[config.mk]
export PLATFORM = sky130hd
export DESIGN_NAME = vga_timing_flat
export DESIGN_NICKNAME = d
export VERILOG_FILES = /design/src/rtl/vga_pkg.sv /design/src/rtl/vga_timing_if.sv /design/src/rtl/vga_sync_pipe.sv /design/src/rtl/vga_timing.sv /design/src/flat_wrapper.sv
export SDC_FILE = /design/constraint.sdc
export NUM_CORES = 1
export LEC_CHECK = 0
export ABC_AREA = 0
export CAP_MARGIN = 25
export CELL_PAD_IN_SITES_DETAIL_PLACEMENT = 0
export CELL_PAD_IN_SITES_GLOBAL_PLACEMENT = 1
export CORE_AREA = 8 8 75 77
export DETAILED_ROUTE_END_ITERATION = 10
export DIE_AREA = 0 0 83 85
export GPL_TIMING_DRIVEN = 0
export PLACE_DENSITY = 0.77
export SLEW_MARGIN = 20
export SYNTH_ARGS = -nofsm -noshare
export SYNTH_HDL_FRONTEND = slang
export SYNTH_SLANG_ARGS = --single-unit
[constraint.sdc]
create_clock -name CLOCK_50 -period 2.25 [get_ports CLOCK_50]
set_input_delay 0.45 -clock CLOCK_50 [delete_from_list [all_inputs] [get_ports CLOCK_50]]
set_output_delay 0.45 -clock CLOCK_50 [all_outputs]
set_load 0.02 [all_outputs]
[src/rtl/vga_pkg.sv]
// Shared VGA timing definitions: default 640x480@60 mode, sync bundle type
// and the polarity helper used by the timing generator and its delay line.
package vga_pkg;

  localparam int DEF_H_ACTIVE = 640;
  localparam int DEF_H_FP     = 16;
  localparam int DEF_H_SYNC   = 96;
  localparam int DEF_H_BP     = 48;
  localparam int DEF_V_ACTIVE = 480;
  localparam int DEF_V_FP     = 10;
  localparam int DEF_V_SYNC   = 2;
  localparam int DEF_V_BP     = 33;
  localparam int DEF_CLK_DIV  = 2;

  typedef struct packed {
    logic hs;
    logic vs;
    logic blank;
  } sync_t;

  // Output level of a sync line given its asserted polarity.
  function automatic logic sync_level(input logic pol, input logic active);
    return active ? pol : ~pol;
  endfunction

endpackage

[src/rtl/vga_timing_if.sv]
// Raster output bundle of the VGA timing generator; the generator drives the
// master side, the renderer / game logic listens on the slave side.
interface vga_timing_if #(
  parameter int COL_W = 10,
  parameter int ROW_W = 10
);
  logic             pix_en;
  logic [COL_W-1:0] col;
  logic [ROW_W-1:0] row;
  logic             HS;
  logic             VS;
  logic             blank;
  logic             frame_start;

  modport master (output pix_en, col, row, HS, VS, blank, frame_start);
  modport slave  (input  pix_en, col, row, HS, VS, blank, frame_start);
endinterface

[src/rtl/vga_sync_pipe.sv]
// Delay line for the HS/VS/blank bundle, advancing only on the pixel strobe
// so the sync signals line up with a pipelined pixel renderer.
module vga_sync_pipe
  import vga_pkg::*;
#(
  parameter int    DEPTH   = 2,
  parameter sync_t RST_VAL = '{hs: 1'b1, vs: 1'b1, blank: 1'b1}
) (
  input  logic  clk,
  input  logic  rst_n,
  input  logic  en,
  input  sync_t din,
  output sync_t dout
);

  generate
    for (genvar gi = 0; gi < DEPTH; gi++) begin : g_stage
      sync_t src;
      sync_t stage_d;
      sync_t stage_q;

      if (gi == 0) begin : g_head
        assign src = din;
      end else begin : g_tail
        assign src = g_stage[gi-1].stage_q;
      end

      always_comb begin
        stage_d = stage_q;
        if (en) begin
          stage_d = src;
        end
      end

      always_ff @(posedge clk or negedge rst_n) begin
        if (!rst_n) begin
          stage_q <= RST_VAL;
        end else begin
          stage_q <= stage_d;
        end
      end
    end
  endgenerate

  assign dout = g_stage[DEPTH-1].stage_q;

endmodule

[src/rtl/vga_timing.sv]
// Parametrised VGA raster timing generator (pixel divider, H/V counters, sync).
// Define VGA_SYNC_PIPE_EN to delay HS/VS/blank by PIPE_DEPTH pixel strobes.
module vga_timing
  import vga_pkg::*;
#(
  parameter int   H_ACTIVE   = DEF_H_ACTIVE,
  parameter int   H_FP       = DEF_H_FP,
  parameter int   H_SYNC     = DEF_H_SYNC,
  parameter int   H_BP       = DEF_H_BP,
  parameter int   V_ACTIVE   = DEF_V_ACTIVE,
  parameter int   V_FP       = DEF_V_FP,
  parameter int   V_SYNC     = DEF_V_SYNC,
  parameter int   V_BP       = DEF_V_BP,
  parameter int   CLK_DIV    = DEF_CLK_DIV,
  parameter logic HS_POL     = 1'b0,
  parameter logic VS_POL     = 1'b0,
  parameter int   PIPE_DEPTH = 2
) (
  input  logic         CLOCK_50,
  input  logic         reset,
  vga_timing_if.master vif
);

  localparam int H_TOTAL  = H_ACTIVE + H_FP + H_SYNC + H_BP;
  localparam int V_TOTAL  = V_ACTIVE + V_FP + V_SYNC + V_BP;
  localparam int COL_W    = $clog2(H_TOTAL);
  localparam int ROW_W    = $clog2(V_TOTAL);
  localparam int DIV_W    = (CLK_DIV > 1) ? $clog2(CLK_DIV) : 1;
  localparam int HS_START = H_ACTIVE + H_FP;
  localparam int HS_END   = HS_START + H_SYNC - 1;
  localparam int VS_START = V_ACTIVE + V_FP;
  localparam int VS_END   = VS_START + V_SYNC - 1;

  localparam logic [DIV_W-1:0] DIV_LAST = DIV_W'(CLK_DIV - 1);
  localparam logic [COL_W-1:0] COL_LAST = COL_W'(H_TOTAL - 1);
  localparam logic [ROW_W-1:0] ROW_LAST = ROW_W'(V_TOTAL - 1);
  localparam sync_t SYNC_IDLE = '{hs:    sync_level(HS_POL, 1'b0),
                                  vs:    sync_level(VS_POL, 1'b0),
                                  blank: 1'b1};

  logic [DIV_W-1:0] div_d, div_q;
  logic             pix_en_d, pix_en_q;
  logic [COL_W-1:0] col_d, col_q;
  logic [ROW_W-1:0] row_d, row_q;
  logic             frame_start_d, frame_start_q;
  sync_t            sync_d, sync_q;
  sync_t            sync_out;

  always_comb begin
    div_d         = div_q;
    col_d         = col_q;
    row_d         = row_q;
    sync_d        = sync_q;
    pix_en_d      = 1'b0;
    frame_start_d = 1'b0;

    if (div_q == DIV_LAST) begin
      div_d = '0;
    end else begin
      div_d = div_q + 1'b1;
    end
    // Strobe registered from the next divider value so it is low in reset.
    pix_en_d = (div_d == DIV_LAST);

    if (pix_en_q) begin
      if (col_q == COL_LAST) begin
        col_d = '0;
        row_d = (row_q == ROW_LAST) ? '0 : row_q + 1'b1;
      end else begin
        col_d = col_q + 1'b1;
      end
    end

    // Sync is decoded from the next position so it tracks row/col exactly.
    sync_d.hs    = sync_level(HS_POL, (col_d >= COL_W'(HS_START)) && (col_d <= COL_W'(HS_END)));
    sync_d.vs    = sync_level(VS_POL, (row_d >= ROW_W'(VS_START)) && (row_d <= ROW_W'(VS_END)));
    sync_d.blank = (col_d >= COL_W'(H_ACTIVE)) || (row_d >= ROW_W'(V_ACTIVE));

    frame_start_d = pix_en_q && (col_d == '0) && (row_d == '0);
  end

  always_ff @(posedge CLOCK_50 or negedge reset) begin
    if (!reset) begin
      div_q         <= '0;
      pix_en_q      <= 1'b0;
      col_q         <= COL_LAST;
      row_q         <= ROW_LAST;
      sync_q        <= SYNC_IDLE;
      frame_start_q <= 1'b0;
    end else begin
      div_q         <= div_d;
      pix_en_q      <= pix_en_d;
      col_q         <= col_d;
      row_q         <= row_d;
      sync_q        <= sync_d;
      frame_start_q <= frame_start_d;
    end
  end

`ifdef VGA_SYNC_PIPE_EN
  vga_sync_pipe #(
    .DEPTH   (PIPE_DEPTH),
    .RST_VAL (SYNC_IDLE)
  ) u_sync_pipe (
    .clk   (CLOCK_50),
    .rst_n (reset),
    .en    (pix_en_q),
    .din   (sync_q),
    .dout  (sync_out)
  );
`else
  assign sync_out = sync_q;
`endif

  assign vif.pix_en      = pix_en_q;
  assign vif.col         = col_q;
  assign vif.row         = row_q;
  assign vif.HS          = sync_out.hs;
  assign vif.VS          = sync_out.vs;
  assign vif.blank       = sync_out.blank;
  assign vif.frame_start = frame_start_q;

endmodule

[src/flat_wrapper.sv]
// flat-port wrapper written by rule: the top's interface ports become plain ports
module vga_timing_flat import vga_pkg::*;
#(
  parameter int   H_ACTIVE   = DEF_H_ACTIVE,
  parameter int   H_FP       = DEF_H_FP,
  parameter int   H_SYNC     = DEF_H_SYNC,
  parameter int   H_BP       = DEF_H_BP,
  parameter int   V_ACTIVE   = DEF_V_ACTIVE,
  parameter int   V_FP       = DEF_V_FP,
  parameter int   V_SYNC     = DEF_V_SYNC,
  parameter int   V_BP       = DEF_V_BP,
  parameter int   CLK_DIV    = DEF_CLK_DIV,
  parameter logic HS_POL     = 1'b0,
  parameter logic VS_POL     = 1'b0,
  parameter int   PIPE_DEPTH = 2
)
  (CLOCK_50, reset, vif_pix_en, vif_col, vif_row, vif_HS, vif_VS, vif_blank, vif_frame_start);
  vga_timing_if vif_i ();
  input  logic CLOCK_50;
  input  logic reset;
  output wire logic [$bits(vif_i.pix_en)-1:0] vif_pix_en;
  output wire logic [$bits(vif_i.col)-1:0] vif_col;
  output wire logic [$bits(vif_i.row)-1:0] vif_row;
  output wire logic [$bits(vif_i.HS)-1:0] vif_HS;
  output wire logic [$bits(vif_i.VS)-1:0] vif_VS;
  output wire logic [$bits(vif_i.blank)-1:0] vif_blank;
  output wire logic [$bits(vif_i.frame_start)-1:0] vif_frame_start;
  assign vif_pix_en = vif_i.pix_en;
  assign vif_col = vif_i.col;
  assign vif_row = vif_i.row;
  assign vif_HS = vif_i.HS;
  assign vif_VS = vif_i.VS;
  assign vif_blank = vif_i.blank;
  assign vif_frame_start = vif_i.frame_start;
  vga_timing #(.H_ACTIVE(H_ACTIVE), .H_FP(H_FP), .H_SYNC(H_SYNC), .H_BP(H_BP), .V_ACTIVE(V_ACTIVE), .V_FP(V_FP), .V_SYNC(V_SYNC), .V_BP(V_BP), .CLK_DIV(CLK_DIV), .HS_POL(HS_POL), .VS_POL(VS_POL), .PIPE_DEPTH(PIPE_DEPTH)) u_core (.CLOCK_50(CLOCK_50), .reset(reset), .vif(vif_i));
endmodule
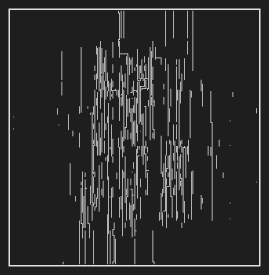
(M2 wires)
Drawn at 3 px/um.
wire length on this layer	1900 um
nets with wire on the layer	170
longest straight run	32.6 um
main direction	vertical
share of all routed wire	47%
grt met2 use: 0.172
final WL: 4000 um
via count: 1362

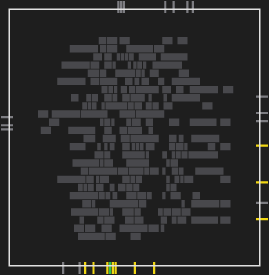
(pin placement)
Drawn at 3 px/um. Pins as bars across the die edge, other pins in gray.
color	port	pins	direction	edge
green	vif_pix_en	1	output	bottom
yellow	vif_col	10	output	7 bottom, 3 right
all pins by edge	10 bottom, 7 right, 7 top, 3 left

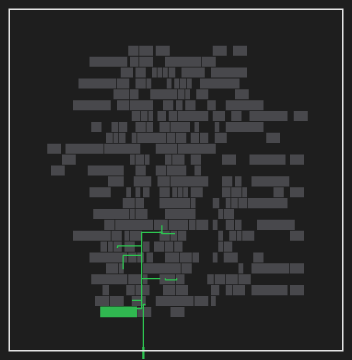
(nets reached from selected ports)
Drawn at 4 px/um.
color	port	direction	edge	end cells	buffers	wire
green	vif_pix_en	output	bottom	1	1	67.4 um
# IOs: 27
PortBufs: 26

==> run_results.csv <==
group,metric,value,unit
yosys,synth-edff-count,0,
global_route,top_usage_layer,"met2",
yosys,synth-adder-area-share,0.0244,
final_timing,holdWs,0.155,ns
cts,clock_path_buffers,2,
global_route,grt_util_met3,0.0182,
final_timing,fin_crit_sh,0.978,
global_route,grt_usage,0.109,
yosys,ys_sh_simple,0.293,
drt,wl_met3,139,um
setup_path,critPathRequiredTime,2.46,ns
placement,place_inst,246,
power,irDropWorstVdd,0.173,mV
cells_and_area,fill_cells,417,
final_timing,fin_crit,2.20,ns
drt,wl_met1,1900,um
final_timing,max-slew-margin-rel,0.622,
floorplanning,taps,54,
power,pg_seq,0.000450,W
drt,wl_met2,1900,um
cells_and_area,seq_share,0.303,
outcome,outcome,"complete, no violations",
setup_path,timing.rr.start,"u_core.vif.col[0]",
power,leakagePower,0.800,nW
power,powerComb,0.00000920,W
placement,placed_cell_area,1860,um2
final_timing,slew_violations,0,
cells_and_area,areaGrowthSynthToFinish,39.2,%
power,switching_share,0.226,
cells_and_area,antenna-diode-count,0,
power,p_int,0.000577,W
final_timing,setup_ws,0.0503,ns
cts,ctsResizeCount,8,
cts,postCtsSetupRepairBufs,5,
yosys,yosysWarnings,0,
drt,drt_iter0_drc,30,
drt,first_pass_iters,4,
cts,cts_buffers,3,
setup_path,slowest_delay,0.58,ns
floorplanning,fp_util,0.338,
cells_and_area,top_area_cell_class,"multi-input combinational cells",
setup_path,critical_path.slowest_cell,"dfstp_2",
final_timing,finalClockSkew,0.00789,ns
final_timing,final-setup-viol-count,0,
worst_hold_path,hp-class,"primary input to asynchronous set/reset pin",
setup_path,critPathLaunchType,"register",
yosys,syn_area,1540,um2
cells_and_area,final_area,2140,um2
yosys,ys_sh_xor,0.0685,
cts,h-tree-depth,1,
cts,clock_latency,0.28,ns
yosys,yosys.area.top_type,"dfstp_2",
floorplanning,row_count,25,
cells_and_area,final-nonclk-buf-share,0.178,
setup_path,path_depth,8,
placement,pre_cts_slack,-0.280,ns
yosys,yosys.area_share.aoi,0.151,
floorplanning,die_area,7060,um2
floorplanning,die_h,85,um
yosys,ys_cells,166,
global_route,grt_pass1_wl,6470,um
power,switchingPower,0.000168,W
final_timing,worst_slew_pin_slew,0.568,ns
final_timing,report.final.hold_viol_count,0,
power,p_total,0.000745,W
yosys,top_logic_kind,"simple AND/OR/NAND/NOR gates",
setup_path,worstRegToRegCells,8,
cts,cts.sinks,25,
Power figures rest on the tool's default switching activity, not on a simulated workload.
